<file path="src/rtl/i281_pkg.sv">
// Shared i281 encodings: opcodes, INPUT/SHIFT/BRANCH subtypes, sequencer states, flag bit positions.
// Used by the fetch sequencer and the standalone opcode decoder.
package i281_pkg;

  localparam logic [3:0] OP_NOOP   = 4'h0;
  localparam logic [3:0] OP_INPUT  = 4'h1;
  localparam logic [3:0] OP_MOVE   = 4'h2;
  localparam logic [3:0] OP_LOADI  = 4'h3;
  localparam logic [3:0] OP_ADD    = 4'h4;
  localparam logic [3:0] OP_ADDI   = 4'h5;
  localparam logic [3:0] OP_SUB    = 4'h6;
  localparam logic [3:0] OP_SUBI   = 4'h7;
  localparam logic [3:0] OP_LOAD   = 4'h8;
  localparam logic [3:0] OP_LOADF  = 4'h9;
  localparam logic [3:0] OP_STORE  = 4'hA;
  localparam logic [3:0] OP_STOREF = 4'hB;
  localparam logic [3:0] OP_SHIFT  = 4'hC;
  localparam logic [3:0] OP_CMP    = 4'hD;
  localparam logic [3:0] OP_JUMP   = 4'hE;
  localparam logic [3:0] OP_BRANCH = 4'hF;

  localparam logic [1:0] IN_C  = 2'b00;
  localparam logic [1:0] IN_CF = 2'b01;
  localparam logic [1:0] IN_D  = 2'b10;
  localparam logic [1:0] IN_DF = 2'b11;

  localparam logic SHIFT_LEFT  = 1'b0;
  localparam logic SHIFT_RIGHT = 1'b1;

  localparam logic [1:0] BR_EQ = 2'b00;
  localparam logic [1:0] BR_NE = 2'b01;
  localparam logic [1:0] BR_GT = 2'b10;
  localparam logic [1:0] BR_GE = 2'b11;

  typedef enum logic [1:0] {
    SEQ_HALTED = 2'd0,
    SEQ_FETCH  = 2'd1,
    SEQ_EXEC   = 2'd2
  } seq_state_t;

  localparam int FLAG_CARRY    = 3;
  localparam int FLAG_OVERFLOW = 2;
  localparam int FLAG_NEGATIVE = 1;
  localparam int FLAG_ZERO     = 0;

endpackage

</file>
<file path="src/rtl/i281_opcode_decoder.sv">
// Instruction word to 23 one-hot instruction lines; purely combinational, zero latency.
// No flow control: output follows the input word continuously.
module i281_opcode_decoder
  import i281_pkg::*;
(
  input  logic [15:0] instr,
  output logic        noop,
  output logic        input_datac,
  output logic        input_datacf,
  output logic        input_datad,
  output logic        input_datadf,
  output logic        move,
  output logic        loadi_loadp,
  output logic        add,
  output logic        addi,
  output logic        sub,
  output logic        subi,
  output logic        load,
  output logic        loadf,
  output logic        store,
  output logic        storef,
  output logic        shiftl,
  output logic        shiftr,
  output logic        cmp,
  output logic        jump,
  output logic        bre_brz,
  output logic        brne_brnz,
  output logic        brg,
  output logic        brge
);

  logic [3:0] opcode;
  logic [1:0] y;
  logic       unused_fields;

  assign opcode = instr[15:12];
  assign y      = instr[9:8];
  // X and IMM carry operands only; they never select an instruction line.
  assign unused_fields = ^{instr[11:10], instr[7:0]};

  always_comb begin
    noop = 1'b0; input_datac = 1'b0; input_datacf = 1'b0; input_datad = 1'b0;
    input_datadf = 1'b0; move = 1'b0; loadi_loadp = 1'b0; add = 1'b0; addi = 1'b0;
    sub = 1'b0; subi = 1'b0; load = 1'b0; loadf = 1'b0; store = 1'b0; storef = 1'b0;
    shiftl = 1'b0; shiftr = 1'b0; cmp = 1'b0; jump = 1'b0; bre_brz = 1'b0;
    brne_brnz = 1'b0; brg = 1'b0; brge = 1'b0;
    case (opcode)
      OP_NOOP:   noop = 1'b1;
      OP_INPUT: begin
        case (y)
          IN_C:    input_datac  = 1'b1;
          IN_CF:   input_datacf = 1'b1;
          IN_D:    input_datad  = 1'b1;
          default: input_datadf = 1'b1;
        endcase
      end
      OP_MOVE:   move        = 1'b1;
      OP_LOADI:  loadi_loadp = 1'b1;
      OP_ADD:    add         = 1'b1;
      OP_ADDI:   addi        = 1'b1;
      OP_SUB:    sub         = 1'b1;
      OP_SUBI:   subi        = 1'b1;
      OP_LOAD:   load        = 1'b1;
      OP_LOADF:  loadf       = 1'b1;
      OP_STORE:  store       = 1'b1;
      OP_STOREF: storef      = 1'b1;
      OP_SHIFT: begin
        if (y[0] == SHIFT_RIGHT) shiftr = 1'b1;
        else                     shiftl = 1'b1;
      end
      OP_CMP:    cmp         = 1'b1;
      OP_JUMP:   jump        = 1'b1;
      OP_BRANCH: begin
        case (y)
          BR_EQ:   bre_brz   = 1'b1;
          BR_NE:   brne_brnz = 1'b1;
          BR_GT:   brg       = 1'b1;
          default: brge      = 1'b1;
        endcase
      end
      default:   noop        = 1'b1;
    endcase
  end

endmodule

</file>
<file path="src/rtl/i281_fetch_sequencer.sv">
// PC/IR/flags owner with HALTED/FETCH/EXEC sequencing; two cycles per instruction, PC and flags update at end of EXEC.
// No backpressure: free run or single step; step edges seen outside HALTED are dropped.
module i281_fetch_sequencer
  import i281_pkg::*;
#(
  parameter int PC_WIDTH = 6
) (
  input  logic                CLOCK,
  input  logic                RESET,
  input  logic                RUN_MODE,
  input  logic                STEP_REQ,
  output logic [PC_WIDTH-1:0] IMEM_ADDR,
  input  logic [15:0]         IMEM_RDATA,
  input  logic                PC_MUX,
  input  logic                FLAGS_WRITE_ENABLE,
  input  logic [3:0]          ALU_FLAGS,
  output logic [PC_WIDTH-1:0] PC,
  output logic [15:0]         INSTR,
  output logic [1:0]          X,
  output logic [1:0]          Y,
  output logic [7:0]          IMM,
  output logic                EXEC_VALID,
  output logic                NOOP,
  output logic                INPUT_DATAC,
  output logic                INPUT_DATACF,
  output logic                INPUT_DATAD,
  output logic                INPUT_DATADF,
  output logic                MOVE,
  output logic                LOADI_LOADP,
  output logic                ADD,
  output logic                ADDI,
  output logic                SUB,
  output logic                SUBI,
  output logic                LOAD,
  output logic                LOADF,
  output logic                STORE,
  output logic                STOREF,
  output logic                SHIFTL,
  output logic                SHIFTR,
  output logic                CMP,
  output logic                JUMP,
  output logic                BRE_BRZ,
  output logic                BRNE_BRNZ,
  output logic                BRG,
  output logic                BRGE,
  output logic                CARRY_FLAG,
  output logic                OVERFLOW_FLAG,
  output logic                NEGATIVE_FLAG,
  output logic                ZERO_FLAG,
  output logic [1:0]          SEQ_STATE
);

  seq_state_t          state;
  logic [PC_WIDTH-1:0] pc_q;
  logic [PC_WIDTH-1:0] pc_inc;
  logic [PC_WIDTH-1:0] pc_next;
  logic [15:0]         instr_q;
  logic [3:0]          flags_q;
  logic                step_q;
  logic                step_edge;
  logic                exec_valid_q;

  assign step_edge = STEP_REQ & ~step_q;
  assign pc_inc    = pc_q + PC_WIDTH'(1);
  // Adding the low IMM bits is the same as a sign-extended add truncated to PC_WIDTH.
  assign pc_next   = PC_MUX ? pc_inc + instr_q[PC_WIDTH-1:0] : pc_inc;

  always_ff @(posedge CLOCK) begin
    if (RESET) begin
      state        <= SEQ_HALTED;
      exec_valid_q <= 1'b0;
      pc_q         <= '0;
      instr_q      <= 16'h0000;
      flags_q      <= 4'b0000;
      step_q       <= 1'b0;
    end else begin
      step_q <= STEP_REQ;
      case (state)
        SEQ_HALTED: begin
          if (RUN_MODE || step_edge) state <= SEQ_FETCH;
        end
        SEQ_FETCH: begin
          instr_q      <= IMEM_RDATA;
          state        <= SEQ_EXEC;
          exec_valid_q <= 1'b1;
        end
        SEQ_EXEC: begin
          pc_q         <= pc_next;
          if (FLAGS_WRITE_ENABLE) flags_q <= ALU_FLAGS;
          exec_valid_q <= 1'b0;
          state        <= RUN_MODE ? SEQ_FETCH : SEQ_HALTED;
        end
        default: begin
          state        <= SEQ_HALTED;
          exec_valid_q <= 1'b0;
        end
      endcase
    end
  end

  assign PC            = pc_q;
  assign IMEM_ADDR     = pc_q;
  assign INSTR         = instr_q;
  assign X             = instr_q[11:10];
  assign Y             = instr_q[9:8];
  assign IMM           = instr_q[7:0];
  assign EXEC_VALID    = exec_valid_q;
  assign SEQ_STATE     = state;
  assign CARRY_FLAG    = flags_q[FLAG_CARRY];
  assign OVERFLOW_FLAG = flags_q[FLAG_OVERFLOW];
  assign NEGATIVE_FLAG = flags_q[FLAG_NEGATIVE];
  assign ZERO_FLAG     = flags_q[FLAG_ZERO];

  i281_opcode_decoder u_decoder (
    .instr        (instr_q),
    .noop         (NOOP),
    .input_datac  (INPUT_DATAC),
    .input_datacf (INPUT_DATACF),
    .input_datad  (INPUT_DATAD),
    .input_datadf (INPUT_DATADF),
    .move         (MOVE),
    .loadi_loadp  (LOADI_LOADP),
    .add          (ADD),
    .addi         (ADDI),
    .sub          (SUB),
    .subi         (SUBI),
    .load         (LOAD),
    .loadf        (LOADF),
    .store        (STORE),
    .storef       (STOREF),
    .shiftl       (SHIFTL),
    .shiftr       (SHIFTR),
    .cmp          (CMP),
    .jump         (JUMP),
    .bre_brz      (BRE_BRZ),
    .brne_brnz    (BRNE_BRNZ),
    .brg          (BRG),
    .brge         (BRGE)
  );

endmodule

</file>
<file path="config.mk">
export PLATFORM = sky130hd
export DESIGN_NAME = i281_fetch_sequencer
export DESIGN_NICKNAME = d
export VERILOG_FILES = /design/src/rtl/i281_pkg.sv /design/src/rtl/i281_opcode_decoder.sv /design/src/rtl/i281_fetch_sequencer.sv
export SDC_FILE = /design/constraint.sdc
export NUM_CORES = 1
export LEC_CHECK = 0
export CAP_MARGIN = 20
export CORE_ASPECT_RATIO = 0.7
export CORE_UTILIZATION = 25
export DETAILED_ROUTE_END_ITERATION = 10
export PLACE_DENSITY_LB_ADDON = 0.25
export SYNTH_ARGS = -nofsm -noshare
export SYNTH_HDL_FRONTEND = slang
export SYNTH_HIERARCHICAL = 1
export SYNTH_SLANG_ARGS = --single-unit
</file>
<file path="constraint.sdc">
create_clock -name CLOCK -period 2.2 [get_ports CLOCK]
set_input_delay 0.22 -clock CLOCK [delete_from_list [all_inputs] [get_ports CLOCK]]
set_output_delay 0.22 -clock CLOCK [all_outputs]
set_load 0.02 [all_outputs]
</file>
**PDN straps and rails**

Bar = 20 um. Pins as bars on the die edge.
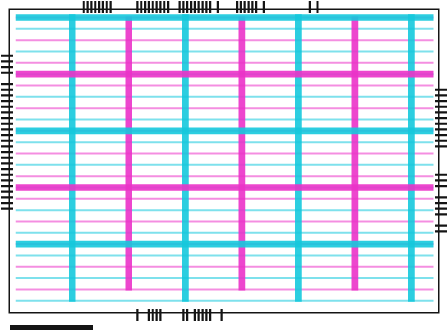
cyan -> VSS
magenta -> VDD
rows = 25
signal pins = 96
met5 straps = 5
core area: 6820 um2
Die X: 103 um
VDD IR-drop max: 200 uV
Die Y-Extent: 72.5 um

**Cells coloured by class**

Bar = 20 um.
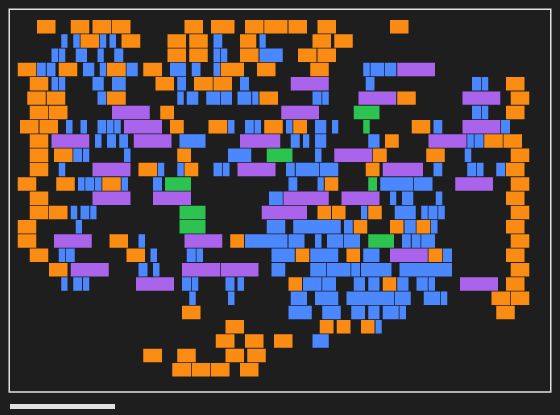
orange -> remaining buffers and delay cells  # cells 119
purple -> sequential cells  # cells 30
blue -> combinational and other logic  # cells 169
green -> clock drivers and dummy loads  # cells 8
fraction of area in registers: 20.3%
design area: 3010 um2
FP Rows: 25

==> impl_metrics.toml <==
# generated from flow reports
[sta]
rsz0062_at_grt = "yes"
worst_pin_slew_ns = 0.665
finalSetupViolCount = 1
skew_ns = 0.00418
finalCriticalPeriod_ns = 2.25
setup_ws_ns = -0.0507

[routing]
antenna_left = 0
wl_per_cell_um = 12.2
viasPerCell = 4.45
dr.pass1.iters = 4

[worst_setup_path]
cp_common_cell = "ha_4"
path_class = "flip-flop to flip-flop"
required_ns = 2.36
critPathMaxFanout = 3
crit_family = "simple AND/OR/NAND/NOR gates"

[grt]
first_global_vias = 1769
grtUsageMet1_pct = 19.4
grt_max_degree = 23

[synthesis]
synth_cells = 232
edf_count = 0
async_flop_share_pct = 0

[status]
violations = "negative setup slack"
status = "finished, violations left"

[pwr]
leakage_uw = 0.00115
clkPwrFrac_pct = 31.0
powerDensity_nw_per_um2 = 493
p_sw_share_pct = 29.8

[min_path]
hold_path_class = "flip-flop to flip-flop"

[layout]
mostFrequentLayoutCell = "clkdlybuf4s50_1"
antenna_cells = 0
area_delta_synth_final_pct = 69.3
drive_above_1_share_pct = 15.3
final_util_pct = 44.1

[run]
log.warning_count = 30

[clock_network]
htreeDepth = 2

[place]
portBuffers = 95
state kept, by name (all words and copies together) (netlist names):
register    count
EXEC_VALID      1
step_q          1
SEQ_STATE       2
IMEM_ADDR       6
INSTR          16
flags_q         4
synthesized netlist by cell type (2+ instances only):
library cell	n
xor2_1	2
clkbuf_1	9
a311oi_1	2
nor3_1	8
nor4bb_1	2
nand2b_1	7
buf_4	19
nand3b_1	2
o21ai_0	4
nor3b_1	2
xnor2_1	3
buf_1	2
mux2i_1	3
a21oi_1	22
dfxtp_1	30
nor2b_1	5
ha_1	7
nand3_1	10
inv_1	2
nand2_1	45
buf_2	2
nor2_1	22
nor3b_2	2
a211oi_1	2
worst reg2reg max path: stages (launching register included):
cell and delay [ns]:
dfxtp_4 0.36, ha_4 0.15, nand3_4 0.10, xnor2_4 0.15, ha_4 0.29, nand3b_1 0.07, or3_1 0.30, and4_1 0.20
mux2i_1 0.17, mux2_1 0.34
final timing paths:
check | from | end | slack, ns | depth (start not counted)
setup / recovery | IMEM_ADDR[0]$_SDFFE_PP0N_ | IMEM_ADDR[5]$_SDFFE_PP0N_ | -0.05 | 9
hold reg to reg | flags_q[3]$_SDFFE_PP0P_ | flags_q[3]$_SDFFE_PP0P_ | 0.45 | 2
setup reg to reg | IMEM_ADDR[0]$_SDFFE_PP0N_ | IMEM_ADDR[5]$_SDFFE_PP0N_ | -0.05 | 9
hold / removal | flags_q[3]$_SDFFE_PP0P_ | flags_q[3]$_SDFFE_PP0P_ | 0.45 | 2
cell type report:
| type | count | area (um2) |
|---|---|---|
| clock buffers | 7 | 86.3 |
| clock inverters | 1 | 5.00 |
| fillers | 722 | 3810 |
| inverters | 2 | 7.51 |
| multi-input cells | 167 | 1040 |
| flip-flops and latches | 30 | 611 |
| well taps | 94 | 118 |
| repair buffers | 119 | 1140 |
metal layers:
metal / up-vias / wire, um
met5: - / 0
met1: 853 / 2480
met2: 58 / 2240
met4: 0 / 27
li1: 953 / -
met3: 4 / 384
stage by stage:
step,cells,TNS [ns],total power (uW)
CTS,419,-0.0960,1490
detailed placement,410,-0.131,1020
global route,420,-0.146,1570
floorplan,232,-0.0569,836
global placement,410,-0.0112,1020
finish,420,-0.0507,1480
power groups by stage:
stage | Clock [uW] | Combinational (uW) | Sequential (uW)
finish | 460 | 418 | 605
global route | 507 | 454 | 611
CTS | 475 | 410 | 605
detailed placement | 0 | 406 | 615
global placement | 0 | 404 | 615
floorplan | 0 | 191 | 645
cells by family (layout without fill, tap and decap cells):
group	count (synthesis)	count (layout)	synth area share [%]
AND-OR/OR-AND	37	37	12.1
XOR/XNOR	5	5	2.47
adder cells (fa/ha/maj)	8	8	6.06
buffers and inverters	35	129	12.0
flip-flops	30	30	33.8
multiplexers	4	4	2.32
AND/OR/NAND/NOR	113	113	31.3
what timing repair did:
item                       CTS  global route
pin swaps                    4             5
cloned                       0             0
setup endpoints to repair    2             6
buffers inserted             1             1
resized                      4            11
No activity file was given, so power comes from the tool's default toggle rates.
